==> config.mk <==
export PLATFORM = sky130hd
export DESIGN_NAME = sync_fifo_param
export DESIGN_NICKNAME = d
export VERILOG_FILES = /design/src/rtl/fifo_pkg.sv /design/src/rtl/fifo_ram.sv /design/src/rtl/sync_fifo_param.sv
export SDC_FILE = /design/constraint.sdc
export NUM_CORES = 1
export LEC_CHECK = 0
export CAP_MARGIN = 20
export CORE_MARGIN = 2
export CORE_UTILIZATION = 34
export DETAILED_ROUTE_END_ITERATION = 10
export PLACE_DENSITY = 0.59
export SLEW_MARGIN = 10
export SYNTH_ARGS = -nofsm -noshare
export SYNTH_HDL_FRONTEND = slang
export SYNTH_HIERARCHICAL = 1
export SYNTH_SLANG_ARGS = --single-unit
==> constraint.sdc <==
create_clock -name clk -period 3.68 [get_ports clk]
set_input_delay 0.736 -clock clk [delete_from_list [all_inputs] [get_ports clk]]
set_output_delay 0.736 -clock clk [all_outputs]
set_load 0.01 [all_outputs]
==> src/rtl/fifo_pkg.sv <==
// ---------------------------------------------------------------------------
// fifo_pkg
// Shared constants, helpers and types for the parametrised synchronous FIFO.
//   DEF_DATA_W / DEF_DEPTH : default data width and depth
//   addr_w()               : storage index width for a given depth
//   ptr_w()                : pointer width (index bits plus one wrap bit)
//   count_t                : occupancy type for the default depth (0..DEPTH)
// ---------------------------------------------------------------------------
package fifo_pkg;

  localparam int DEF_DATA_W = 8;
  localparam int DEF_DEPTH  = 16;

  // Number of bits needed to index DEPTH storage entries.
  function automatic int addr_w(input int depth);
    return $clog2(depth);
  endfunction

  // Pointer width: index bits plus a wrap bit that separates full from empty.
  function automatic int ptr_w(input int depth);
    return addr_w(depth) + 1;
  endfunction

  // Occupancy must represent 0..DEPTH inclusive, hence one bit above the index.
  typedef logic [$clog2(DEF_DEPTH):0] count_t;

endpackage : fifo_pkg

==> src/rtl/fifo_ram.sv <==
// ---------------------------------------------------------------------------
// fifo_ram
// DEPTH x DATA_W storage with one synchronous write port and one synchronous
// registered read port. The storage array is not reset; only the read data
// register is cleared so the FIFO output is defined after reset.
// Ports:
//   clk    : clock, all updates on the rising edge
//   rst    : asynchronous active-low reset (read data register only)
//   we     : write strobe
//   waddr  : write index
//   wdata  : write data
//   re     : read strobe; rdata updates only when re is high
//   raddr  : read index
//   rdata  : registered read data, holds when re is low
// ---------------------------------------------------------------------------
module fifo_ram
  import fifo_pkg::*;
#(
  parameter int DATA_W = DEF_DATA_W,
  parameter int DEPTH  = DEF_DEPTH,
  parameter int AW     = addr_w(DEPTH)
) (
  input  logic              clk,
  input  logic              rst,
  input  logic              we,
  input  logic [AW-1:0]     waddr,
  input  logic [DATA_W-1:0] wdata,
  input  logic              re,
  input  logic [AW-1:0]     raddr,
  output logic [DATA_W-1:0] rdata
);

  logic [DATA_W-1:0] mem_r [DEPTH];
  logic [DATA_W-1:0] rdata_r;

  // Storage write port; contents are deliberately left unreset.
  always_ff @(posedge clk) begin
    if (we) begin
      mem_r[waddr] <= wdata;
    end
  end

  // Registered read port; holds the last read word when no read occurs.
  always_ff @(posedge clk or negedge rst) begin
    if (!rst) begin
      rdata_r <= {DATA_W{1'b0}};
    end else if (re) begin
      rdata_r <= mem_r[raddr];
    end else begin
      rdata_r <= rdata_r;
    end
  end

  assign rdata = rdata_r;

endmodule : fifo_ram

==> src/rtl/sync_fifo_param.sv <==
// ---------------------------------------------------------------------------
// sync_fifo_param
// Parametrised single-clock FIFO with simultaneous read/write, occupancy
// count, programmable almost-full / almost-empty thresholds and optional
// sticky error flags.
//
// Configuration macro: SYNC_FIFO_ERR_EN
//   defined   : overflow / underflow are sticky registers cleared by err_clr
//   undefined : overflow / underflow are constant 0 and err_clr is ignored
//
// Ports:
//   clk          : clock, all state changes on the rising edge
//   rst          : asynchronous active-low reset
//   write_en     : write request (accepted when not full)
//   data_in      : write data
//   read_en      : read request (accepted when not empty)
//   data_out     : registered read data, valid the cycle after a read
//   full         : count == DEPTH
//   empty        : count == 0
//   almost_full  : count >= AF_LVL
//   almost_empty : count <= AE_LVL
//   count        : occupancy 0..DEPTH
//   overflow     : sticky, write attempted while full
//   underflow    : sticky, read attempted while empty
//   err_clr      : clears overflow and underflow (a same-cycle set wins)
// ---------------------------------------------------------------------------
module sync_fifo_param
  import fifo_pkg::*;
#(
  parameter int DATA_W = DEF_DATA_W,
  parameter int DEPTH  = DEF_DEPTH,
  parameter int AF_LVL = DEPTH - 2,
  parameter int AE_LVL = 2
) (
  input  logic                     clk,
  input  logic                     rst,
  input  logic                     write_en,
  input  logic [DATA_W-1:0]        data_in,
  input  logic                     read_en,
  output logic [DATA_W-1:0]        data_out,
  output logic                     full,
  output logic                     empty,
  output logic                     almost_full,
  output logic                     almost_empty,
  output logic [$clog2(DEPTH):0]   count,
  output logic                     overflow,
  output logic                     underflow,
  input  logic                     err_clr
);

  localparam int AW = addr_w(DEPTH);
  localparam int PW = ptr_w(DEPTH);
  localparam int CW = AW + 1;

  localparam logic [CW-1:0] AF_CNT    = CW'(AF_LVL);
  localparam logic [CW-1:0] AE_CNT    = CW'(AE_LVL);
  localparam logic [PW-1:0] PTR_ONE   = {{(PW-1){1'b0}}, 1'b1};
  localparam logic [CW-1:0] CNT_ONE   = {{(CW-1){1'b0}}, 1'b1};

  logic [PW-1:0] wr_ptr_r;
  logic [PW-1:0] rd_ptr_r;
  logic [CW-1:0] count_r;
  logic          full_r;
  logic          empty_r;
  logic          af_r;
  logic          ae_r;

  logic          wr_ok_s;
  logic          rd_ok_s;
  logic [PW-1:0] wr_ptr_nxt_s;
  logic [PW-1:0] rd_ptr_nxt_s;
  logic [CW-1:0] count_nxt_s;
  logic          full_nxt_s;
  logic          empty_nxt_s;
  logic          af_nxt_s;
  logic          ae_nxt_s;

  // Acceptance is judged against the registered (pre-edge) flags, so a full
  // FIFO accepts only the read and an empty FIFO accepts only the write.
  assign wr_ok_s = write_en & ~full_r;
  assign rd_ok_s = read_en & ~empty_r;

  // Next pointers, occupancy and status flags.
  always_comb begin
    wr_ptr_nxt_s = wr_ptr_r;
    rd_ptr_nxt_s = rd_ptr_r;
    count_nxt_s  = count_r;

    if (wr_ok_s) begin
      wr_ptr_nxt_s = wr_ptr_r + PTR_ONE;
    end else begin
      wr_ptr_nxt_s = wr_ptr_r;
    end

    if (rd_ok_s) begin
      rd_ptr_nxt_s = rd_ptr_r + PTR_ONE;
    end else begin
      rd_ptr_nxt_s = rd_ptr_r;
    end

    case ({wr_ok_s, rd_ok_s})
      2'b10:   count_nxt_s = count_r + CNT_ONE;
      2'b01:   count_nxt_s = count_r - CNT_ONE;
      default: count_nxt_s = count_r;
    endcase

    // Wrap bits differ with equal indices: writer is a full lap ahead.
    full_nxt_s  = (wr_ptr_nxt_s[PW-1] != rd_ptr_nxt_s[PW-1]) &&
                  (wr_ptr_nxt_s[AW-1:0] == rd_ptr_nxt_s[AW-1:0]);
    empty_nxt_s = (wr_ptr_nxt_s == rd_ptr_nxt_s);
    af_nxt_s    = (count_nxt_s >= AF_CNT);
    ae_nxt_s    = (count_nxt_s <= AE_CNT);
  end

  // Pointer, count and flag registers; flags follow the post-edge state.
  always_ff @(posedge clk or negedge rst) begin
    if (!rst) begin
      wr_ptr_r <= {PW{1'b0}};
      rd_ptr_r <= {PW{1'b0}};
      count_r  <= {CW{1'b0}};
      full_r   <= 1'b0;
      empty_r  <= 1'b1;
      af_r     <= 1'b0;
      ae_r     <= 1'b1;
    end else begin
      wr_ptr_r <= wr_ptr_nxt_s;
      rd_ptr_r <= rd_ptr_nxt_s;
      count_r  <= count_nxt_s;
      full_r   <= full_nxt_s;
      empty_r  <= empty_nxt_s;
      af_r     <= af_nxt_s;
      ae_r     <= ae_nxt_s;
    end
  end

  fifo_ram #(
    .DATA_W (DATA_W),
    .DEPTH  (DEPTH),
    .AW     (AW)
  ) u_ram (
    .clk   (clk),
    .rst   (rst),
    .we    (wr_ok_s),
    .waddr (wr_ptr_r[AW-1:0]),
    .wdata (data_in),
    .re    (rd_ok_s),
    .raddr (rd_ptr_r[AW-1:0]),
    .rdata (data_out)
  );

`ifdef SYNC_FIFO_ERR_EN
  logic ovf_r;
  logic unf_r;

  // Sticky error flags; a new error in the clear cycle keeps the flag set.
  always_ff @(posedge clk or negedge rst) begin
    if (!rst) begin
      ovf_r <= 1'b0;
      unf_r <= 1'b0;
    end else begin
      if (write_en & full_r) begin
        ovf_r <= 1'b1;
      end else if (err_clr) begin
        ovf_r <= 1'b0;
      end else begin
        ovf_r <= ovf_r;
      end

      if (read_en & empty_r) begin
        unf_r <= 1'b1;
      end else if (err_clr) begin
        unf_r <= 1'b0;
      end else begin
        unf_r <= unf_r;
      end
    end
  end

  assign overflow  = ovf_r;
  assign underflow = unf_r;
`else
  // Error tracking is compiled out; err_clr has no effect in this build.
  assign overflow  = err_clr & 1'b0;
  assign underflow = 1'b0;
`endif

  assign full         = full_r;
  assign empty        = empty_r;
  assign almost_full  = af_r;
  assign almost_empty = ae_r;
  assign count        = count_r;

endmodule : sync_fifo_param

==> results.txt, run 1 <==
Latest figures from synthesis and place and route.

Power spread over the standard cell area amounts to 829 nW/µm². The worst register-to-register path has a setup slack of between 1 and 1.5 ns. The count of max-cap constraint violations is 0. For this run, design rule violations remaining after detail routing come to 0.

In this run the number of cells on the critical path is 11. Detailed placement ended at an HPWL of 7940 µm. The leakage power figure is 2.59 nW. The master of the slowest instance on the critical path is clkdlybuf4s50_1. Broken down by cell family, the worst path's largest delay share belongs to AND-OR/OR-AND gates. The iteration count of the initial detailed-routing pass is 4. Setup repair after global routing left no endpoint under its margin. Per the placement report, the placed cell count is 601. Signal routing reaches up to met4. Synthesis instantiated about 51 different standard cells from the library. The initial antenna violation count came to 1.

Switching power as a fraction of the total was reported as 31.2%. The top-area cell type share of the netlist area is ~60%. The most popular library cell in the synthesized design by count is edfxtp_1. Per report_power, the Sequential row totals about 2.4 mW. Per the timing report, the most critical flop-to-flop path originates at empty. The maximum achievable frequency is about 360 MHz. Of the cells placed in the final design, the portion with a size suffix greater than 1 is 24.1%. The final critical-path required period is 2.82 ns. The final timing report gives a worst setup slack of 0.864 ns.

The maximum root-to-sink buffer count is 2. The final layout report lists a filler cell count of 1685. Per the post-synthesis report, the number of cells in the design is between 300 and 400.

Setup violations remaining at the end of the flow were counted as 0. Per report_power, the Combinational row totals 1.97 mW. The clock transition at the registers of the reported paths is 0.06 ns. Per the synthesis report, the dominant area consumer among library cells is edfxtp_1. The clock network contribution to total cell area is under 10%. The max-slew violation count is 0. The delay of the slowest critical-path stage is 0.50 ns. After detailed routing, the total wire length is 12500 µm. The number of non-clock buffers is 48.

The floorplan step defined a core boundary enclosing approximately 19000 µm². The warning tally printed by Yosys for this design is 6. During tapcell insertion the tool placed between 200 and 250 well taps. The length of routed wiring on met1 is 5950 µm. The async set-or-reset flop fraction in the synthesized netlist is 17.4%. The number of nets at the end of the flow is 403. The number of setup buffers added after CTS is 0. The combinational share of cell area is 22.0%. The first-pass GRT wire length is 19300 µm. Measured in cells, the most critical reg-to-reg path has a length of 10. The tightest hold path in the finished design has a slack of roughly 0.51 ns.

Per the layout report, the design carries 17 clock buffers. The flow ran to the end, and the final reports show no timing, DRC or antenna violations. The ratio of routed vias to standard cells is 5.03. The mapped netlist covers 6420 µm².

The switching power of the nets is a little under 2 mW. The critical setup path kind is in -> reg. The die boundary height is approximately 140 µm. The overflow left after global routing is 0. The highest supply drop recorded on VDD is about 0.00038 V. The capture endpoint of the worst hold path is wr_ptr_r[4]. In this run the layout overhead on the synthesized area is reported as 18.2%.

STA puts the critical path data arrival time at 3.12 ns. The global router's overall resource usage is 13.2%. The internal power consumption is approximately 4.3 mW.

The fraction of power consumed by sequential logic is 39.0%. Dividing the synthesized area by the synthesized cell count gives 19.0 µm². The group with the largest share of power is sequential cells. In this run the critical path is formed by clkdlybuf4s50_1 > nand2b_4 > inv_8 > nand2_4 > xnor2_1 > ha_1 > nor3b_1 > a31oi_1 > a221oi_1 > xor2_1 > a31o_1.

The root cell of the clock tree is clkbuf_16. The via count of the first global-routing pass was ~3300. The initial detailed-routing violation count is 215. Measured against its own limit, the worst slew margin works out to between 50 and 60%.

Yosys mapped a number of flops with a built-in enable equal to 128. The number of non-clock inverters in the layout is 6. The endpoint of the most critical register-to-register path is almost_full. Synthesis inferred between 150 and 200 register bits. The cell total in the yosys stat output is ~340. The clock tree synthesis step divided the H-tree into 4 levels. At the pin with the least slew margin, the transition time is 0.608 ns.

The total power is between 6 and 7 mW. The CTS tree is yes. As logged by OpenROAD, the buffers inserted on ports number 28.

The share of the core area taken by cells at floorplan is 34.4%. Dividing the detail-routed wire length by the instance count gives 19.8 µm. The portion of the post-synthesis area used by sequential elements is between 70 and 80%. The count of nets left with antenna violations after detail routing is 0. Data on the critical path is required at its endpoint by 3.98 ns. The final clock period utilization by the worst path is approximately three quarters.

The CTS log lists the clock sinks for this run as 155. RePlAce ended its routability-driven mode at a weighted congestion of 0.817. The wire length on met2 is 5970 µm. By area the synthesized netlist is led by edfxtp_1 60%, dfrtp_1 9.7%, mux4_2 9.1%. The report lists the number of cells resized after CTS as 0. The floorplan has 50 rows.

The floorplan die width is 141 µm. Summed over all failing endpoints, the final setup total negative slack is 0 ns. The capturing instance or port of the critical path is almost_full.

The dominant kind of cell by area is flip-flops and latches. STA classifies the critical path startpoint as an input pin. The diode insertion count for antenna repair is 1.

The final route contains 3191 vias. Sequential cells make up 59.6% of the cell area. In this run the tools logged warnings totalling 27. Ranked by instance count, the synthesized netlist is headed by 128 x edfxtp_1, 26 x mux4_2, 25 x dfrtp_1. Per the cell usage report, the commonest logic cells after layout are 128 x edfxtp_1, 28 x clkdlybuf4s50_1, 26 x mux4_2. The placed cell area is 6950 µm². The detailed route wirelength on metal3 is roughly 560 µm. Setup slack on the worst path after placement came out at about 0.49 ns. Entering global routing, the biggest net connects 33 pins.

OpenSTA lists the critical path startpoint as read_en. The leading register cell type out of synthesis is edfxtp_1. The multi-input combinational cell area is 1670 µm².

The worst hold path stage count is 2. In this run the worst hold path is classified as reg -> reg. The number of hold violations in the final report is 0.

The number of primary I/O pins is 32. The fraction of the core area covered by cells at the end of the flow is 40.7%. In this run, the combinational gates consume 31.3% of the power.

The post-synth area from yosys stat is 6420 µm².
[run 1: logic make-up after synthesis]
kind of cell               after synthesis  share of synthesized area [%]
and+or+nand+nor                         59                           4.89
other                                    1                         0.0584
buffers and inverters                   26                           3.55
xor gates and xnor gates                20                           2.73
DFF                                    155                           70.5
muxes                                   42                           13.2
AOI/OAI and AO/OA                       31                           4.37
adders and majority gates                4                          0.780
[run 1: layer usage]
layer / global-route usage, % / up-vias
li1: - / 1452
met1: 18.1 / 1658
met2: 20.8 / 77
met3: 3.91 / 4
met4: 3.63 / 0
met5: 0 / -
[run 1: state kept, by name, summed over array words and instances (netlist names)]
register	count
full	1
u_ram/rdata	8
empty	1
count	5
wr_ptr_r	5
almost_full	1
almost_empty	1
u_ram/mem_r	128
rd_ptr_r	5
Figure 1. Wiring by layer (run 1).
Drawn at 2 px/µm. Only two layers are drawn.
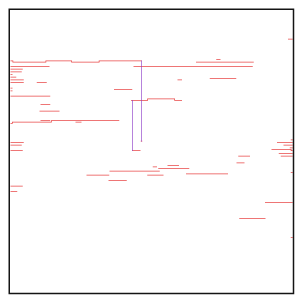
colour	layer	wire length
red	metal 3	558 µm
purple	metal 4	65.3 µm

Figure 2. Clock wiring as the flow saved it (run 1).
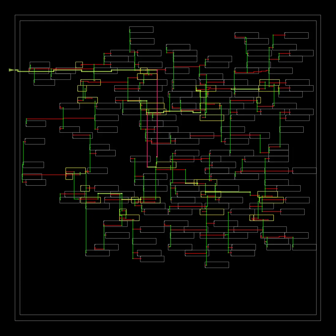
Seq cells: 155
Inserted Clock Buffers: 17
worst setup skew after layout: 0.00923 ns

Figure 3. Logic cells by family (run 1).
Drawn at 3 px/µm.
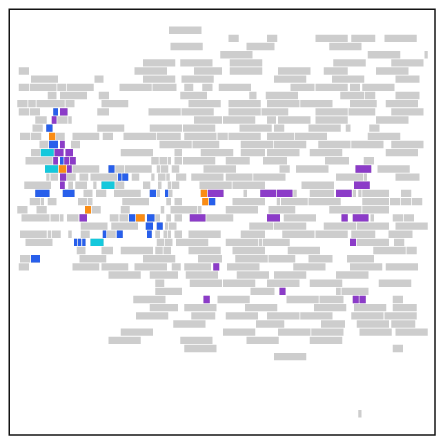
colour	family	cells	most used
cyan	adder and majority cells	4	ha_1
purple	inverting AOI/OAI gates	28	a221oi_2
blue	NAND gates	23	nand2_1
orange	AND and OR gates	6	and3_1
Finished Layout Cells: 634
commonest non-fill, non-tap cell in the layout: edfxtp_1

Figure 4. Clock wires, drivers and flops (run 1).
Drawn at 3 px/µm.
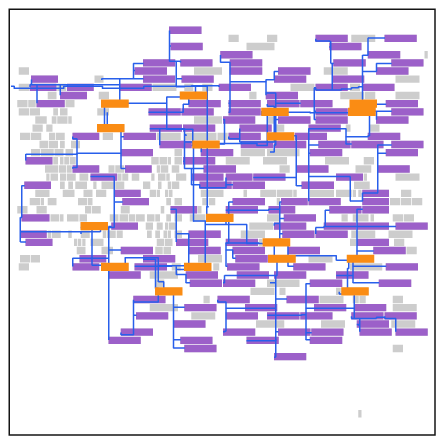
[orange] clock drivers | count: 17
[blue] clock wires | length: 1800 µm
[purple] flip-flops | count: 155
routed clock nets	18
share of power burned in the clock network: 29.7%
clock latency at the later pin of the worst-skew pair: 0.42 ns
Clock group: 1.87 mW

==> run 2: changes to the inputs <==
--- a/config.mk
+++ b/config.mk
@@ -9,7 +9,7 @@
 export CORE_MARGIN = 2
 export CORE_UTILIZATION = 34
 export DETAILED_ROUTE_END_ITERATION = 10
-export PLACE_DENSITY = 0.59
+export PLACE_DENSITY = 0.61
 export SLEW_MARGIN = 10
 export SYNTH_ARGS = -nofsm -noshare
 export SYNTH_HDL_FRONTEND = slang
==> constraint.sdc (replaced) <==
create_clock -name clk -period 2.5 [get_ports clk]
set_input_delay 0.5 -clock clk [delete_from_list [all_inputs] [get_ports clk]]
set_output_delay 0.5 -clock clk [all_outputs]
set_load 0.01 [all_outputs]
==> results.txt, run 2 <==
Latest figures from synthesis and place and route.

The slew at the pin closest to its max-slew limit is 0.852 ns (was 0.608 ns). The fraction of the core area covered by cells at the end of the flow was 40.8% (was 40.7%). The ratio of total power to cell area came to 1190 nW/µm² (was 829 nW/µm²).

The row count is 50 (unchanged). The startpoint of the worst register-to-register path was empty (unchanged). The via count of the first global-routing pass is 3393 (was 3342). Most frequent cells in the layout: 128 x edfxtp_1, 29 x buf_4, 28 x clkdlybuf4s50_1 (was 128 x edfxtp_1, 28 x clkdlybuf4s50_1, 26 x mux4_2). Top area cell types: edfxtp_1 60%, dfrtp_1 9.7%, mux4_2 9.1% (unchanged). The post-synth area from yosys stat is 6420 µm² (unchanged). The worst endpoint data arrival time is 2.64 ns (was 3.12 ns). The count of non-filler cells in the finished layout is 643 (was 634). The cell total in the yosys stat output came to 338 (unchanged). The final timing report derives a shortest allowable period of roughly 2.3 ns. The ratio of routed vias to standard cells is 5.04 (was 5.03). The first-pass GRT wire length came to 19400 µm (was 19300 µm). The setup-violating endpoint count in the final report is 0 (unchanged). The number of design rule violations left after detail routing is 0 (unchanged).

Status: completed (unchanged). The count of warnings emitted by yosys is 6 (unchanged). The endpoint of the most critical register-to-register path is almost_full (unchanged). The root cell of the clock tree was clkbuf_16 (unchanged). The final-layout worst hold slack is 0.467 ns (was 0.513 ns). The slack of the worst reg-to-reg path came to 0.23 ns (was 1.18 ns). The number of flip-flops under the largest register name is 128 (unchanged).

The capturing instance or port of the critical path is almost_full (unchanged). The number of primary I/O pins was 32 (unchanged). The number of gates on the worst path with buffers counted is 10 (was 11). The count of nets left with antenna violations after detail routing is 0 (unchanged). The total power is 9.07 mW (was 6.29 mW). The overflow left after global routing is 0 (unchanged). RSZ-0062 raised after global routing: false (unchanged). The most popular library cell in the synthesized design by count was edfxtp_1 (unchanged). The top layer reached by signal wires is met5 (was met4). The main logic family after synthesis is multiplexers (unchanged). The number of warning messages in the logs is 27 (unchanged).

The master of the slowest instance on the critical path is clkdlybuf4s50_1 (unchanged). The average cell area after synthesis is 19.0 µm² (unchanged). The number of nets at the end of the flow was 413 (was 403). The leading register cell type out of synthesis is edfxtp_1 (unchanged). The half-perimeter wire length after detailed placement is 7870 µm (was 7940 µm). The required arrival time at the worst endpoint came to 2.81 ns (was 3.98 ns). The floorplan die width is 141 µm (unchanged). The depth of the worst register-to-register path is 9 (was 10). The pin count of the biggest net entering global routing is 28 (was 33). The final clock period utilization by the worst path is 92.9%. The number of different library cells in the post-synthesis netlist is 51 (unchanged). The leakage power figure came to 2.61 nW (was 2.59 nW).

The count of max-cap constraint violations is 0 (unchanged). The detailed route wirelength on metal3 was 774 µm (was 557 µm). The setup slack of the critical path after layout is 0.178 ns (was 0.864 ns). The count of library flops with an enable pin is 128 (unchanged). The share of synthesized cell area in full adder, half adder and majority cells was 0.780% (unchanged). The post-cts repair resize count is 0 (unchanged). The kind of cell adding the most delay to the critical path is buffers and inverters (was AND-OR/OR-AND gates). The global routing met2 resource utilization came to 21.3% (was 20.8%).

The initial detailed-routing violation count is 161 (was 215). The area of the core is 18600 µm² (unchanged). The met1 routing resource usage after global routing was 17.3% (was 18.1%).

The clock transition at the registers of the reported paths is 0.06 ns (about the same). The max-slew violation count is 0 (unchanged). The post-synthesis to final-layout area growth is 18.5% (was 18.2%). Ordered list of cells on the worst path: clkdlybuf4s50_1 > nand2b_4 > buf_4 > inv_1 > ha_1 > nor4b_1 > a31oi_1 > a221oi_1 > xor2_1 > a31o_1 (was clkdlybuf4s50_1 > nand2b_4 > inv_8 > nand2_4 > xnor2_1 > ha_1 > nor3b_1 > a31oi_1 > a221oi_1 > xor2_1 > a31o_1). The minimum setup slack after placement is -0.257 ns (was 0.485 ns). The placed cell area was 7030 µm² (was 6950 µm²). The number of hold violations in the final report is 0 (unchanged). The delay of the slowest critical-path stage is 0.50 ns (about the same). The count of mapped cells out of synthesis is 338 (unchanged). The launching instance or port of the critical path is read_en (unchanged). The largest area contributor in the netlist is edfxtp_1 (unchanged).

The critical setup path kind is in -> reg (unchanged). The iteration count of the initial detailed-routing pass is 4 (unchanged). The number of setup buffers added after CTS came to 0 (unchanged).

The maximum root-to-sink buffer count is 2 (unchanged). The wire length on met2 is 6080 µm (was 5970 µm). The die boundary height came to 141 µm (unchanged). The type of element launching the critical path is an input pin (unchanged). The most flop-heavy register is u_ram/mem_r (unchanged). The post-synthesis share of cell area spent on and, or, nand and nor gates was 4.89% (unchanged). The synthesized cell area is 6420 µm² (unchanged). The routability congestion estimate from global placement is 0.795 (was 0.817). The clock buffer count from CTS was 17 (unchanged). The fraction of final layout cells sized beyond drive strength 1 is 25.9% (was 24.1%).

The floorplan-stage core utilization came to 34.4% (unchanged). The worst-case clock skew is 0.00782 ns (was 0.00923 ns). The classification of the worst-slack hold path was in -> async (was reg -> reg). The multiplexer area fraction after synthesis is 13.2% (unchanged).

The cell count after placement is 611 (was 601). The most frequent logic cell in the layout was edfxtp_1 (unchanged). The clock latency at the later pin of the worst-skew pair is 0.42 ns (about the same). The count of input and output buffers came to 28 (unchanged). The worst voltage drop across the vdd grid is 0.000731 V (was 0.000381 V). The initial antenna violation count is 1 (unchanged). The top-area cell type share of the netlist area was 59.9% (unchanged).

The portion of the post-synthesis area used by sequential elements is 70.5% (unchanged).
run 2: cell counts after synthesis:
No cell type changed its count.
run 2: final cells by class:
cell class,instances,area (µm²)
Inverter,6,30.0
Fill cell,1656,11000
Tap cell,234,293
Multi-Input combinational cell,158,1670
Clock inverter,14,134
Timing Repair Buffer,58,518
Sequential cell,155,4520
Clock buffer,18,439
run 2: where the power goes:
| part | switching [mW] | internal, mW | leakage (nW) |
|---|---|---|---|
| Clock | 1.04 | 1.42 | 0.279 |
| Combinational | 1.50 | 1.51 | 0.861 |
| Sequential | 0.347 | 3.26 | 1.47 |
| Total | 2.89 | 6.18 | 2.61 |
Figure 5. Wiring by layer (run 2).
Drawn at 2 px/µm. Only two layers are drawn.
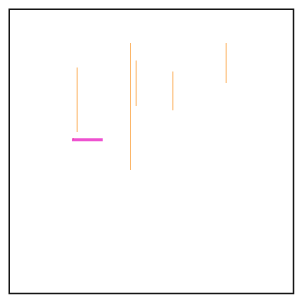
detail-routed net length per standard cell: 19.1 µm
via count: 3243
Detailed Route WL: 12300 µm
all-layer global routing usage: 13.4%

==> run 3: changes to the inputs <==
--- a/config.mk
+++ b/config.mk
@@ -10,8 +10,8 @@
 export CORE_UTILIZATION = 34
 export DETAILED_ROUTE_END_ITERATION = 10
 export PLACE_DENSITY = 0.61
+export SETUP_SLACK_MARGIN = 0.02
 export SLEW_MARGIN = 10
 export SYNTH_ARGS = -nofsm -noshare
 export SYNTH_HDL_FRONTEND = slang
-export SYNTH_HIERARCHICAL = 1
 export SYNTH_SLANG_ARGS = --single-unit
Figure 6. Logic cells by family (run 3).
Drawn at 3 px/µm.
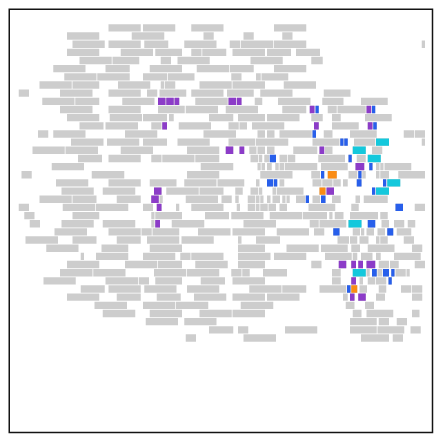
colour	family	cells	most used
cyan	adder and majority cells	7	ha_1
purple	inverting AOI/OAI gates	26	a21oi_1
blue	NAND gates	27	nand2_1
orange	AND and OR gates	3	or3_1
Finished Layout Cells: 654
multi-input combinational area share: 22.2%

==> results.txt, run 3 <==
Latest figures from synthesis and place and route.

Status: completed (unchanged). The ratio of routed vias to standard cells is 4.99 (was 5.04). The initial antenna violation count was 0 (was 1). The count of warnings emitted by yosys is 0 (was 6).

The worst endpoint data arrival time is 2.60 ns (was 2.64 ns). The top-area cell type share of the netlist area is 60.6% (was 59.9%). The clock group power is 2.34 mW (was 2.46 mW).

The clock transition at the registers of the reported paths is 0.06 ns (about the same). The minimum setup slack after placement is -0.221 ns (was -0.257 ns). The setup-violating endpoint count in the final report is 0 (unchanged).

The number of setup buffers added after CTS is 0 (unchanged). The launching instance or port of the critical path is write_en (was read_en). RSZ-0062 raised after global routing: false (unchanged). The cell total in the yosys stat output is 355 (was 338). The routability congestion estimate from global placement is 0.770 (was 0.795).

The initial detailed-routing violation count is 152 (was 161). The ratio of total power to cell area was 1180 nW/µm² (was 1190 nW/µm²). The combinational share of power came to 33.6% (was 33.1%). The worst voltage drop across the vdd grid is 0.000544 V (was 0.000731 V). The startpoint of the worst register-to-register path is empty (unchanged). The global routing met2 resource utilization is 22.3% (was 21.3%). The global router's overall resource usage was 13.4% (about the same). The multiplexer area fraction after synthesis is 14.8% (was 13.2%). The fraction of power consumed by sequential logic is 40.2% (was 39.8%). The half-perimeter wire length after detailed placement came to 7840 µm (was 7870 µm).

The number of design rule violations left after detail routing was 0 (unchanged). The overflow left after global routing is 0 (unchanged). The met1 routing resource usage after global routing is 17.2% (was 17.3%). The detailed route wirelength on metal3 is 760 µm (was 774 µm). The total negative slack is 0 ns (unchanged).

Top area cell types: edfxtp_1 61%, mux4_2 11%, dfrtp_1 9.9% (was edfxtp_1 60%, dfrtp_1 9.7%, mux4_2 9.1%). The placed cell area is 7080 µm² (was 7030 µm²). The internal power consumption is 6.15 mW (was 6.18 mW).

The most popular library cell in the synthesized design by count is edfxtp_1 (unchanged). The number of nets at the end of the flow came to 435 (was 413). The number of warning messages in the logs is 30 (was 27). Ordered list of cells on the worst path: clkdlybuf4s50_1 > nor2b_4 > nor2_1 > xor2_1 > ha_1 > a21oi_1 > a21boi_0 > o21ai_0 > a21o_1 > a211oi_1 (was clkdlybuf4s50_1 > nand2b_4 > buf_4 > inv_1 > ha_1 > nor4b_1 > a31oi_1 > a221oi_1 > xor2_1 > a31o_1). The CTS tree is yes (unchanged). The final clock period utilization by the worst path is 90.9% (was 92.9%). The post-synthesis to final-layout area growth was 19.9% (was 18.5%).

The type of element launching the critical path is an input pin (unchanged). Most frequent cells in the layout: 128 x edfxtp_1, 32 x mux4_2, 30 x buf_4 (was 128 x edfxtp_1, 29 x buf_4, 28 x clkdlybuf4s50_1). The group with the largest share of power is sequential cells (unchanged). The sequential group power is 3.60 mW (was 3.61 mW). The number of different library cells in the post-synthesis netlist is 43 (was 51). The setup slack of the critical path after layout came to 0.227 ns (was 0.178 ns). The count of mapped cells out of synthesis is 355 (was 338). The post-synth area from yosys stat is 6340 µm² (was 6420 µm²). Commonest cells post-synth: 128 x edfxtp_1, 32 x mux4_2, 25 x dfrtp_1 (was 128 x edfxtp_1, 26 x mux4_2, 25 x dfrtp_1). The number of hold violations in the final report is 0 (unchanged). The combinational power is 3.00 mW (about the same). The diode insertion count for antenna repair is 0 (unchanged). The fraction of power spent switching nets came to 31.2% (was 31.8%).

The final-layout worst hold slack is 0.475 ns (was 0.467 ns). The count of max-cap constraint violations was 0 (unchanged). The endpoint of the most critical register-to-register path is almost_empty (was almost_full). The post-cts repair resize count was 0 (unchanged). The total power is 8.94 mW (was 9.07 mW). The vias after detailed routing came to 3266 (was 3243). The main logic family after synthesis is multiplexers (unchanged). The iteration count of the initial detailed-routing pass is 4 (unchanged).

The critical setup path kind is in -> reg (unchanged). The most frequent logic cell in the layout was edfxtp_1 (unchanged). The maximum root-to-sink buffer count was 2 (unchanged). The depth of the worst register-to-register path is 9 (unchanged).

The AND-OR/OR-AND share of the synthesized area is 3.21% (was 4.37%).
-- run 3: cell count changes after synthesis, moves of 4 or more --
cell,before,now
o22ai_1,7,0
buf_6,8,1
mux4_1,6,0
mux2i_1,9,17
mux4_2,26,32
a221oi_2,8,0
buf_2,2,10
clkbuf_1,0,6
nor3_1,6,10
a21oi_1,3,9
o31ai_1,0,6
xnor2_1,13,9
nand2_1,7,17
-- run 3: area by class of cell --
type | instances | share of cell area (%)
inverters | 8 | 0.461
well taps | 229 | 3.77
flip-flops and latches | 155 | 59.5
clock buffers | 18 | 5.64
repair buffers | 60 | 7.17
multi-input cells | 173 | 22.2
clock inverters | 11 | 1.28
Power is estimated from default activity; no workload was simulated.
